Figure 1. Routed clock nets over the placement (run 1).
(6 px per µm)
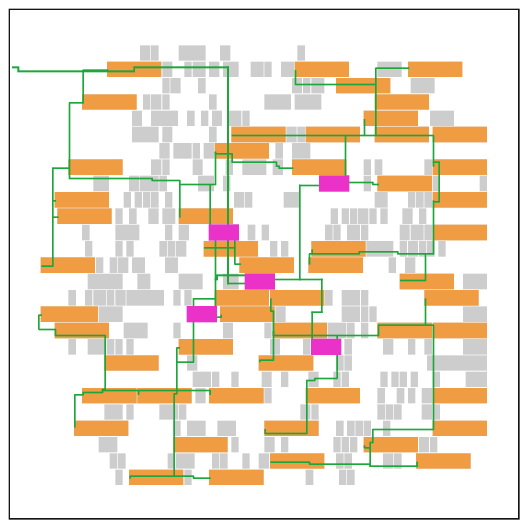
Figure 2. Power grid (run 1).
(4 px per µm) Pins as bars on the die edge.
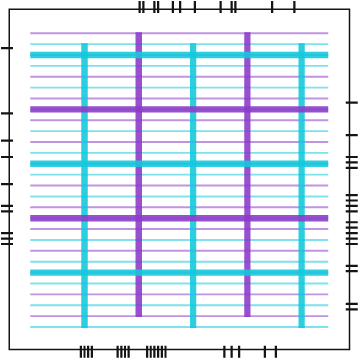
Figure 3. Placed cells, one color a class (run 1).
(6 px per µm) Fill, decap, tap and diode cells in gray.
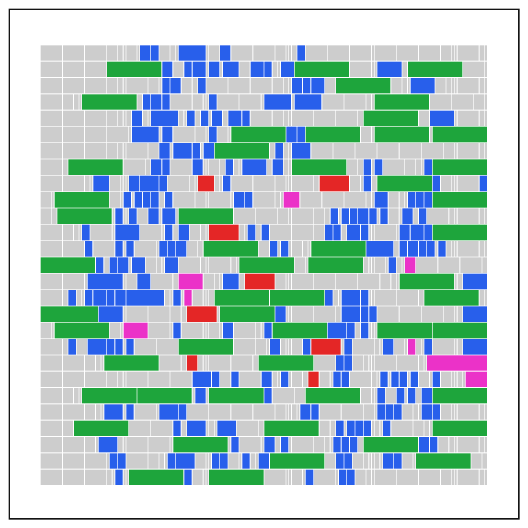
Figure 4. Routing congestion map (run 1).
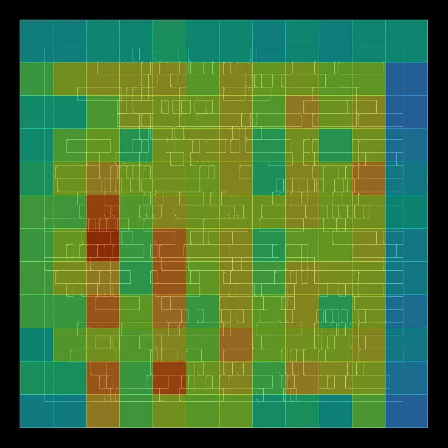
**src/rtl/mestre_memoria_pkg.sv**
```systemverilog
// Shared definitions for the memory master: op encodings, FSM states,
// memory geometry and small helpers used by the top and its burst generator.
package mestre_memoria_pkg;

  localparam int MEM_DEPTH = 8;
  localparam int ADDR_W    = 3;
  localparam int DATA_W    = 8;
  localparam int CNT_W     = 4;  // must hold a beat count of 1..MEM_DEPTH

  typedef enum logic [1:0] {
    OP_WRITE  = 2'b00,
    OP_READ   = 2'b01,
    OP_FILL   = 2'b10,
    OP_VERIFY = 2'b11
  } op_t;

  typedef enum logic [2:0] {
    S_IDLE = 3'd0,
    S_WR   = 3'd1,
    S_RD   = 3'd2,
    S_WAIT = 3'd3,
    S_DONE = 3'd4
  } state_t;

  // Number of beats a command performs; WRITE is always a single beat.
  function automatic logic [CNT_W-1:0] beat_count(input op_t op, input logic [ADDR_W-1:0] len);
    if (op == OP_WRITE) begin
      return 4'd1;
    end else begin
      return {1'b0, len} + 4'd1;
    end
  endfunction

  // WRITE and FILL drive the write strobe; READ and VERIFY drive the read strobe.
  function automatic logic is_write_op(input op_t op);
    return (op == OP_WRITE) || (op == OP_FILL);
  endfunction

endpackage

```
**src/rtl/mestre_memoria_rajada.sv**
```systemverilog
// Burst generator: holds the current memory address and the remaining beat
// count. Loaded on command acceptance, advanced once per beat, and it stops
// advancing on the last beat so the address holds once the strobe drops.
module gerador_rajada
  import mestre_memoria_pkg::*;
(
  input  logic              clk,
  input  logic              reset_n,
  input  logic              load,
  input  logic              step,
  input  logic [ADDR_W-1:0] start_addr,
  input  logic [CNT_W-1:0]  beats,
  output logic [ADDR_W-1:0] addr,
  output logic              last
);

  logic [CNT_W-1:0] remaining_r;

  // Address/count register: load a new burst or advance one beat (address wraps mod 8).
  always_ff @(posedge clk or negedge reset_n) begin
    if (!reset_n) begin
      addr        <= 3'd0;
      remaining_r <= 4'd0;
    end else if (load) begin
      addr        <= start_addr;
      remaining_r <= beats;
    end else if (step) begin
      addr        <= addr + 3'd1;
      remaining_r <= remaining_r - 4'd1;
    end
  end

  assign last = (remaining_r == 4'd1);

endmodule

```
**src/rtl/mestre_memoria.sv**
```systemverilog
// Memory master: accepts single writes, burst reads, burst fills and burst
// read-compares, drives a registered-output memory port and returns read beats.
module mestre_memoria
  import mestre_memoria_pkg::*;
(
  input  logic              clk,
  input  logic              reset_n,
  input  logic              cmd_valid,
  output logic              cmd_ready,
  input  logic [1:0]        cmd_op,
  input  logic [ADDR_W-1:0] cmd_addr,
  input  logic [ADDR_W-1:0] cmd_len,
  input  logic [DATA_W-1:0] cmd_data,
  output logic [ADDR_W-1:0] mem_endereco,
  output logic [DATA_W-1:0] mem_valor_escrita,
  output logic              mem_escrita,
  output logic              mem_leitura,
  input  logic [DATA_W-1:0] mem_valor_saida,
  output logic              rd_valid,
  output logic [DATA_W-1:0] rd_data,
  output logic [ADDR_W-1:0] rd_addr,
  output logic              busy,
  output logic              done,
  output logic [3:0]        err_count
);

  state_t            state_r;
  op_t               op_r;
  logic [DATA_W-1:0] data_r;
  logic              rd_pend_r;
  logic [ADDR_W-1:0] rd_pend_addr_r;
  logic              accept_s;
  logic              step_s;
  logic              last_s;
  logic [ADDR_W-1:0] burst_addr_s;

  // Acceptance handshake and per-beat advance of the burst generator.
  always_comb begin
    accept_s = 1'b0;
    step_s   = 1'b0;
    if ((state_r == S_IDLE) && cmd_valid && cmd_ready) begin
      accept_s = 1'b1;
    end else begin
      accept_s = 1'b0;
    end
    if (((state_r == S_WR) || (state_r == S_RD)) && !last_s) begin
      step_s = 1'b1;
    end else begin
      step_s = 1'b0;
    end
  end

  gerador_rajada u_rajada (
    .clk        (clk),
    .reset_n    (reset_n),
    .load       (accept_s),
    .step       (step_s),
    .start_addr (cmd_addr),
    .beats      (beat_count(op_t'(cmd_op), cmd_len)),
    .addr       (burst_addr_s),
    .last       (last_s)
  );

  // The generator's address register is the memory address; it holds between bursts.
  assign mem_endereco = burst_addr_s;

  // Command FSM plus read-return pipeline: memory data of the beat issued in
  // one cycle is valid the next, and is registered onto rd_* the cycle after.
  always_ff @(posedge clk or negedge reset_n) begin
    if (!reset_n) begin
      state_r           <= S_IDLE;
      op_r              <= OP_WRITE;
      data_r            <= 8'h00;
      cmd_ready         <= 1'b1;
      busy              <= 1'b0;
      done              <= 1'b0;
      mem_escrita       <= 1'b0;
      mem_leitura       <= 1'b0;
      mem_valor_escrita <= 8'h00;
      rd_pend_r         <= 1'b0;
      rd_pend_addr_r    <= 3'd0;
      rd_valid          <= 1'b0;
      rd_data           <= 8'h00;
      rd_addr           <= 3'd0;
      err_count         <= 4'd0;
    end else begin
      rd_pend_r      <= mem_leitura;
      rd_pend_addr_r <= mem_endereco;
      rd_valid       <= rd_pend_r;
      if (rd_pend_r) begin
        rd_data <= mem_valor_saida;
        rd_addr <= rd_pend_addr_r;
        if ((op_r == OP_VERIFY) && (mem_valor_saida != data_r)) begin
          err_count <= err_count + 4'd1;
        end
      end

      case (state_r)
        S_IDLE: begin
          if (accept_s) begin
            op_r      <= op_t'(cmd_op);
            data_r    <= cmd_data;
            cmd_ready <= 1'b0;
            busy      <= 1'b1;
            if (op_t'(cmd_op) == OP_VERIFY) begin
              err_count <= 4'd0;
            end
            if (is_write_op(op_t'(cmd_op))) begin
              state_r           <= S_WR;
              mem_escrita       <= 1'b1;
              mem_valor_escrita <= cmd_data;
            end else begin
              state_r     <= S_RD;
              mem_leitura <= 1'b1;
            end
          end
        end
        S_WR: begin
          if (last_s) begin
            state_r     <= S_DONE;
            mem_escrita <= 1'b0;
            done        <= 1'b1;
          end
        end
        S_RD: begin
          if (last_s) begin
            state_r     <= S_WAIT;
            mem_leitura <= 1'b0;
          end
        end
        S_WAIT: begin
          state_r <= S_DONE;
          done    <= 1'b1;
        end
        S_DONE: begin
          state_r   <= S_IDLE;
          done      <= 1'b0;
          busy      <= 1'b0;
          cmd_ready <= 1'b1;
        end
        default: begin
          state_r     <= S_IDLE;
          cmd_ready   <= 1'b1;
          busy        <= 1'b0;
          done        <= 1'b0;
          mem_escrita <= 1'b0;
          mem_leitura <= 1'b0;
        end
      endcase
    end
  end

endmodule

```
**config.mk**
```make
export PLATFORM = sky130hd
export DESIGN_NAME = mestre_memoria
export DESIGN_NICKNAME = d
export VERILOG_FILES = /design/src/rtl/mestre_memoria_pkg.sv /design/src/rtl/mestre_memoria_rajada.sv /design/src/rtl/mestre_memoria.sv
export SDC_FILE = /design/constraint.sdc
export NUM_CORES = 1
export LEC_CHECK = 0
export ABC_AREA = 1
export CAP_MARGIN = 20
export CORE_MARGIN = 5
export CORE_UTILIZATION = 45
export CTS_CLUSTER_DIAMETER = 60
export DETAILED_ROUTE_END_ITERATION = 10
export DONT_BUFFER_PORTS = 1
export GPL_TIMING_DRIVEN = 0
export PLACE_DENSITY = 0.57
export SYNTH_ARGS = -nofsm -noshare
export SYNTH_HDL_FRONTEND = slang
export SYNTH_SLANG_ARGS = --single-unit
```
**constraint.sdc**
```tcl
create_clock -name clk -period 2.4 [get_ports clk]
set_clock_uncertainty 0.05 [all_clocks]
set_input_delay 0.48 -clock clk [delete_from_list [all_inputs] [get_ports clk]]
set_output_delay 0.48 -clock clk [all_outputs]
set_load 0.01 [all_outputs]
```
==> results.txt, run 1 <==
Flow results.

- The flow ran to the end, and the final reports show no timing, DRC or antenna violations.
- Counting both buffers and inverters, the worst setup path holds a total of 1.
- The worst setup path is launched from a flop.
- For this run, the top clock speed supported by timing is 596 MHz.
- Buffers placed on the I/O ports in this run total 0.
- The count of nets left with antenna violations once routing finished came out at 0.
- After Yosys synthesis, XOR and XNOR cells account for approximately 1.7% of the synthesized area.
- The area recorded from the Yosys report for this design is roughly 2500 µm².
- The signal on the critical path passes through inv_1, nor3_4, nand3_1, nand2_1, nor2_1.
- In this run, power in combinational logic comes to 1.29 mW.
- The routed wirelength on the met1 layer is recorded as 2250 µm.
- The post-synthesis cell area is 2510 µm².
- The remaining max-slew budget at the tightest pin is a little over two thirds.
- The cell-mix breakdown from Yosys lists the adder-cell area share as 2.49%.
- Internal power comes to 2.08 mW.
- Synthesis produced a netlist whose cell count is around 280.
- Signal nets in the final route climb as high as met4.
- The transition time at the pin with the least slew margin is roughly 0.44 ns.
- The reg-to-reg critical path endpoint is err_count[0].
- The clock sink count is approximately 53.
- The routed length on met2 is approximately 2300 µm.
- The fraction of the cycle the final worst path needs is about 70%.
- The initial antenna violation count is 0.
- The count of cell instances traversed by the critical path is 5.
- The root cell of the clock tree is sky130_fd_sc_hd__clkbuf_8.
- The biggest cell delay along the critical path is between 0.6 and 0.7 ns.
- The switching portion of total power comes to 41.6%.
- The power density over cell area is roughly 1300 nW/µm².
- The signal arrival time at the worst endpoint is between 1.5 and 2 ns.
-- Figure 1 (at the start) --
Key: green = clock wires [length 657 µm]; orange = flip-flops [count 53]; magenta = clock-net drivers [count 5]
Position of the flops: all over the die. There are 6 routed clock nets.
clock share of power: 13.9%
clock network latency to the later pin of the worst-skew pair: 0.30 ns

-- Figure 2 (at the start) --
Key: purple = VDD; cyan = VSS
28 met1 rails follow the rows. 59 signal pins sit on the boundary. 5 straps on met4. The core has 27 rows. 5 straps on met5.
maximum VDD drop: 0.607 mV
die outline height: 84.7 µm

-- Figure 3 (at the start) --
Key: magenta = remaining buffers and delay cells [cells 8]; blue = remaining logic cells [cells 221]; red = clock drivers and dummy loads [cells 8]; green = registers [cells 53]

-- Figure 4 (at the start) --
mean routed wirelength per cell: 13.5 µm
met1 track demand over resource: 19.3%
global routing usage summed across all routing layers: 14.5%

## run 1: sequential cells by signal, summed over array words and instances (netlist names), 4 cells and up
register	flops
data_r	8
mem_valor_escrita	8
rd_data	8
err_count	4
u_rajada.remaining_r	4
## run 1: layout make-up
type                    instances  area [µm²]  area share, %
flip-flops and latches         53        1330           48.7
multi-input cells             176         968           35.6
inverters                      45         171           6.29
well taps                      72        90.1           3.31
clock buffers                   5        68.8           2.53
plain buffers                   6        42.5           1.56
repair buffers                  2        37.5           1.38
clock inverters                 3        17.5          0.643
## run 1: metrics by stage
step	cells	power [mW]	cell area, µm²	setup WS (ns)	util (%)
after floorplan	280	2.80	2510	0.984	-
after global placement	352	3.05	2600	0.680	47.5
after detailed placement	352	3.10	2600	0.700	47.5
after CTS	362	3.63	2720	0.693	49.8
after global routing	362	3.92	2720	0.531	49.8
final	362	3.56	2720	0.723	49.8
## run 1: timing repair
item | CTS | global route
hold endpoints to repair | 53 | 0
endpoints found under the setup margin | 0 | 0
hold buffers | 2 | 0
## run 1: placed cells by master, fill, tap and decap left out, types with 5 or more instances in the layout
| cell | instances |
|---|---|
| sky130_fd_sc_hd__nand2_1 | 69 |
| sky130_fd_sc_hd__dfrtp_1 | 52 |
| sky130_fd_sc_hd__inv_1 | 42 |
| sky130_fd_sc_hd__nor2_1 | 21 |
| sky130_fd_sc_hd__o21ai_0 | 14 |
| sky130_fd_sc_hd__nand3_1 | 11 |
| sky130_fd_sc_hd__a21oi_1 | 11 |
| sky130_fd_sc_hd__o21ai_2 | 9 |
| sky130_fd_sc_hd__mux2_2 | 6 |
| sky130_fd_sc_hd__ha_1 | 5 |
| sky130_fd_sc_hd__clkbuf_8 | 5 |
Figure 5. Where the registers sit (run 1).
(6 px per µm) Other sequential cells in the stronger gray, the rest of the logic in the fainter gray.
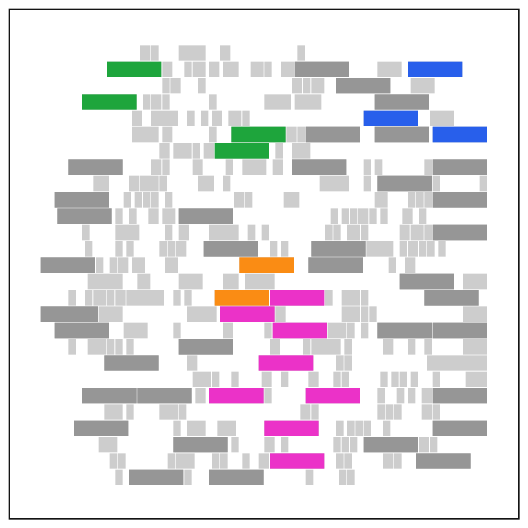

--- run 2 (diff from run 1) ---
PLACE_DENSITY = 0.59   (was 0.57)
clock period = 1.49 ns   (was 2.4 ns; I/O delays follow)
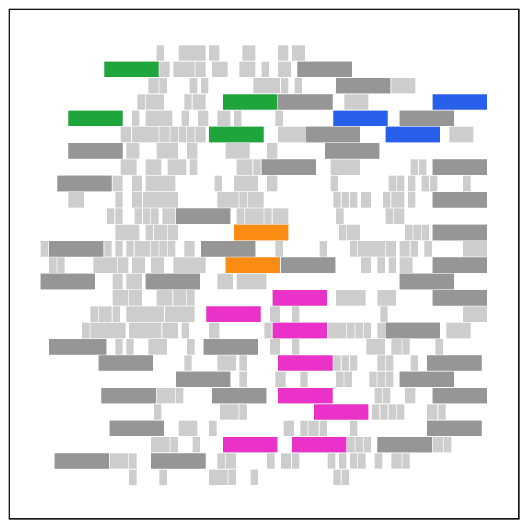
Figure 6: run 2, where the registers sit.
(6 px per µm) Other sequential cells in the stronger gray, the rest of the logic in the fainter gray.
Key: magenta = data_r [flops 8]; green = u_rajada.remaining_r [flops 4]; orange = op_r [flops 2]; blue = rd_addr [flops 3]
Another 36 sequential cells are not colored.
utilization after layout: 51.2%
Seq power: 2.87 mW
proportion of cell area occupied by registers: 47.4%
register cell area after layout: 1330 µm²

==> results.txt, run 2 <==
Flow results.

- The flow ran to the end, but the final reports show violations.
- The final reports fail on negative hold slack.
- The clock sink count is between 50 and 60.
- The global-route usage over all layers is 15.4%.
- The via total after detailed routing is ~1800.
- The proportion of synthesized chip area in sequential cells is between 50% and 60%.
- The clock network latency to the later pin of the worst-skew pair is roughly 0.30 ns.
- Based on the critical path, the design can be clocked at up to ~700 MHz.
- Final hold analysis gives a worst-case slack of -0.375 ns.
- The summed area of non-filler cells in the final layout is ~2800 µm².
- The die height is ~85 µm.
- The H-tree was split into 2 levels.
- Once placement completed, the tool counted placed cells totaling 352.
- The detailed-routing iteration count for the pre-antenna-repair pass is 4.
- The initial antenna violation count is 0.
- The max-cap violation count is 0.
- The final standard cell count with taps included and fillers excluded is 369.
- TritonRoute output was used to compute an average wire per cell of ~14 µm.
- For the worst reg-to-reg path, the endpoint reported by OpenROAD is u_rajada.remaining_r[1].
- The fraction of power consumed by the clock network is a little over an eighth.
- The cell area after placement is 2600 µm².
- The total power is roughly 6.0 mW.
- The number of buffer cells added on primary ports is 0.
- Yosys reports a chip area of ~2500 µm².
- The power attributed to combinational cells is around 2.3 mW.
- The post-synthesis cell area is between 2000 and 3000 µm².
- Hold-check failures listed in the final report amount to around 53.
- The top cell type in the final layout, fill and taps aside, is sky130_fd_sc_hd__nand2_1.
- The cell count after synthesis came out at around 280.
- The total number of warnings across the stage logs is 30.
- The root cell of the clock tree is sky130_fd_sc_hd__clkbuf_8.
- The placement-stage worst setup slack is -0.234 ns.
- The critical path launch point type is a flop.
- The final timing summary puts the cycle share of the worst path at ~98%.
- The final timing report gives a worst setup slack of around 0.035 ns.
- The largest registers in the layout are data_r: 8 flops, mem_valor_escrita: 8 flops, rd_data: 8 flops.
- The sum of net half-perimeters after detailed placement is around 3800 µm.
- The detail route stage leaves a number of antenna-violating nets equal to 0.
- The total net switching power is between 2 and 2.5 mW.
- The signal arrival time at the worst endpoint is between 1.5 and 2 ns.
- The synthesized design contains 0 enable-type register cells.
- The highest supply drop recorded on VDD is about 1.1 mV.
- The remaining max-slew budget at the tightest pin is 74.1%.
- Cell internal power was estimated by the tool at about 3.5 mW.
- The switching power share of the total is 41.2%.
- The standard-cell row count is 27.
## run 2: cell counts after synthesis
No cell type changed its count.
## run 2: repair_timing
item,in CTS,in global routing
pin swaps,2,3
resized,1,13
endpoints found under the setup margin,12,31
hold endpoints to repair,53,53
setup buffers,5,4
## run 2: cell type report
cell class / instances / area (µm²) / area share [%]
Inverter: 45 / 171 / 6.12
Multi-Input combinational cell: 176 / 1000 / 35.8
Buffer: 6 / 50.0 / 1.79
Clock buffer: 6 / 72.6 / 2.59
Tap cell: 72 / 90.1 / 3.22
Timing Repair Buffer: 9 / 71.3 / 2.55
Sequential cell: 53 / 1330 / 47.4
Clock inverter: 2 / 15.0 / 0.536
## run 2: per-layer routing
layer | global-route usage [%] | vias to the layer above | part of all wire [%]
met5 | 0 | - | 0
met3 | 4.51 | 6 | 5.9
met4 | 5.18 | 0 | 1.4
li1 | - | 914 | -
met2 | 25.6 | 35 | 49
met1 | 19.0 | 852 | 43
## run 2: logic make-up (layout without fill, tap and decap cells)
family | count (synthesis) | in the layout | synth area share [%]
mux | 6 | 6 | 2.69
fa+ha+maj | 5 | 5 | 2.49
simple gates | 115 | 115 | 20.5
buf+inv | 51 | 68 | 8.52
compound gates | 45 | 45 | 11.1
xor+xnor | 5 | 5 | 1.75
flops | 53 | 53 | 52.9
## run 2: critical path, cell delays in order, from the launching register on
cell                      delay [ns]
sky130_fd_sc_hd__dfstp_2        0.62
sky130_fd_sc_hd__inv_2          0.06
sky130_fd_sc_hd__nor3_4         0.25
sky130_fd_sc_hd__buf_6          0.16
sky130_fd_sc_hd__nand3_2        0.06
sky130_fd_sc_hd__o21ai_2        0.05
sky130_fd_sc_hd__nand2_1        0.05
sky130_fd_sc_hd__o21ai_1        0.07
--- run 3 (diff from run 2) ---
CAP_MARGIN = 30   (was 20)
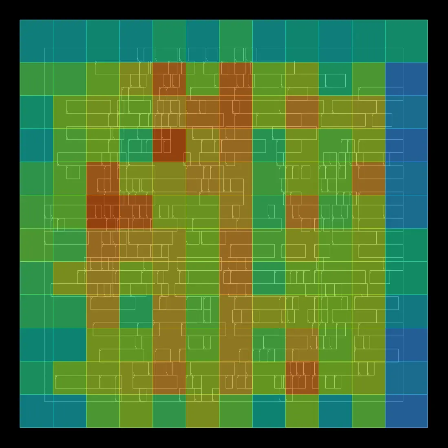
Figure 7: run 3, routing congestion map.
grt met3 use: 4.51%
busiest grt layer: met2
met2 Resource Use GR: 25.6%

==> results.txt, run 3 <==
Flow results.

- Per the detailed placement report, the placed cell area equals roughly 2600 µm².
- The maximum clock frequency is 687 MHz.
- The total routed wire length on the met1 layer is about 2200 µm.
- Across the whole layout, storage elements make up ~47% of the cell area.
- The total power is around 6 mW.
- The detailed placer reported the number of placed instances as 352.
- The detailed-routing iteration count for the pre-antenna-repair pass is 4.
- The via total after detailed routing is between 1500 and 2000.
- By instance count after routing, the leading logic cell types are 68 x sky130_fd_sc_hd__nand2_1, 52 x sky130_fd_sc_hd__dfrtp_1, 41 x sky130_fd_sc_hd__inv_1.
- The post-synth count of flops with an enable pin is 0.
- Clock cells make up under 10% of the layout cell area.
- The count of flip-flops and latches is 53.
- The run finished, with violations left.
- The transition time recorded at the tightest slew-check pin is between 0.3 and 0.4 ns.
- The number of gates resized after CTS is 1.
- Leaving out the clock tree, the finished layout contains a buffer count of 15.
- The worst path setup slack after routing is roughly 0.035 ns.
- The worst setup path is launched from a flop.
- The final standard cell count with taps included and fillers excluded is around 370.
- In the power breakdown, the internal column shows 3.53 mW.
- The post-synthesis cell area is approximately 2500 µm².
- The highest metal layer carrying signal wires in the routed design is met4.
- The total number of tap cells is 72.
- The met1 track utilization from global routing is 19.0%.
- In the layout the tool counted multi-input logic cells amounting to roughly 180.
- The hold violation total from the final report is approximately 53.
- Hold timing on the final database bottoms out at a slack of -0.375 ns.
- The layout buffering overhead excluding clock cells is around 4.3%.
- The synthesized netlist has a Yosys-reported chip area of between 2000 and 3000 µm².
- The largest registers in the layout are data_r: 8 flops, mem_valor_escrita: 8 flops, rd_data: 8 flops.
- The checks that failed: negative hold slack.
- The final layout report lists a non-clock inverter count of 45.
run 3: power groups by stage:
| stage | logic, mW | registers [mW] | clock network (mW) |
|---|---|---|---|
| 2_1_floorplan | 1.77 | 2.75 | 0 |
| 3_3_place_gp | 2.01 | 2.89 | 0 |
| 3_5_place_dp | 2.09 | 2.92 | 0 |
| 4_1_cts | 2.17 | 2.89 | 0.842 |
| 5_1_grt | 2.69 | 2.97 | 0.900 |
| 6_report | 2.33 | 2.87 | 0.809 |
run 3: path summary, 6_finish.rpt:
check / slack, ns / cells past startpoint / startpoint / to
max: 0.03 / 7 / cmd_ready / u_rajada.remaining_r[1]
min: -0.37 / 0 / reset_n / rd_data[5]
max reg2reg: 0.03 / 7 / cmd_ready / u_rajada.remaining_r[1]
min reg2reg: 0.39 / 0 / rd_pend_r / rd_valid
max in group asynchronous: 1.58 / 0 / reset_n / cmd_ready
min in group clk: 0.05 / 2 / cmd_op[1] / op_r[1]
run 3: worst max-delay path, stage by stage, from the launching register on:
cell and delay, ns:
sky130_fd_sc_hd__dfstp_2 0.62, sky130_fd_sc_hd__inv_2 0.06, sky130_fd_sc_hd__nor3_4 0.25, sky130_fd_sc_hd__buf_6 0.16, sky130_fd_sc_hd__nand3_2 0.06, sky130_fd_sc_hd__o21ai_2 0.05, sky130_fd_sc_hd__nand2_1 0.05, sky130_fd_sc_hd__o21ai_1 0.07
run 3: cell families (layout without fill, tap and decap cells):
family | count (synthesis) | in the layout | synth area share [%]
AOI/OAI and AO/OA | 45 | 45 | 11.1
xor gates and xnor gates | 5 | 5 | 1.75
and+or+nand+nor | 115 | 115 | 20.5
buffers and inverters | 51 | 68 | 8.52
muxes | 6 | 6 | 2.69
adders and majority gates | 5 | 5 | 2.49
DFF | 53 | 53 | 52.9
Power is estimated from default activity; no workload was simulated.
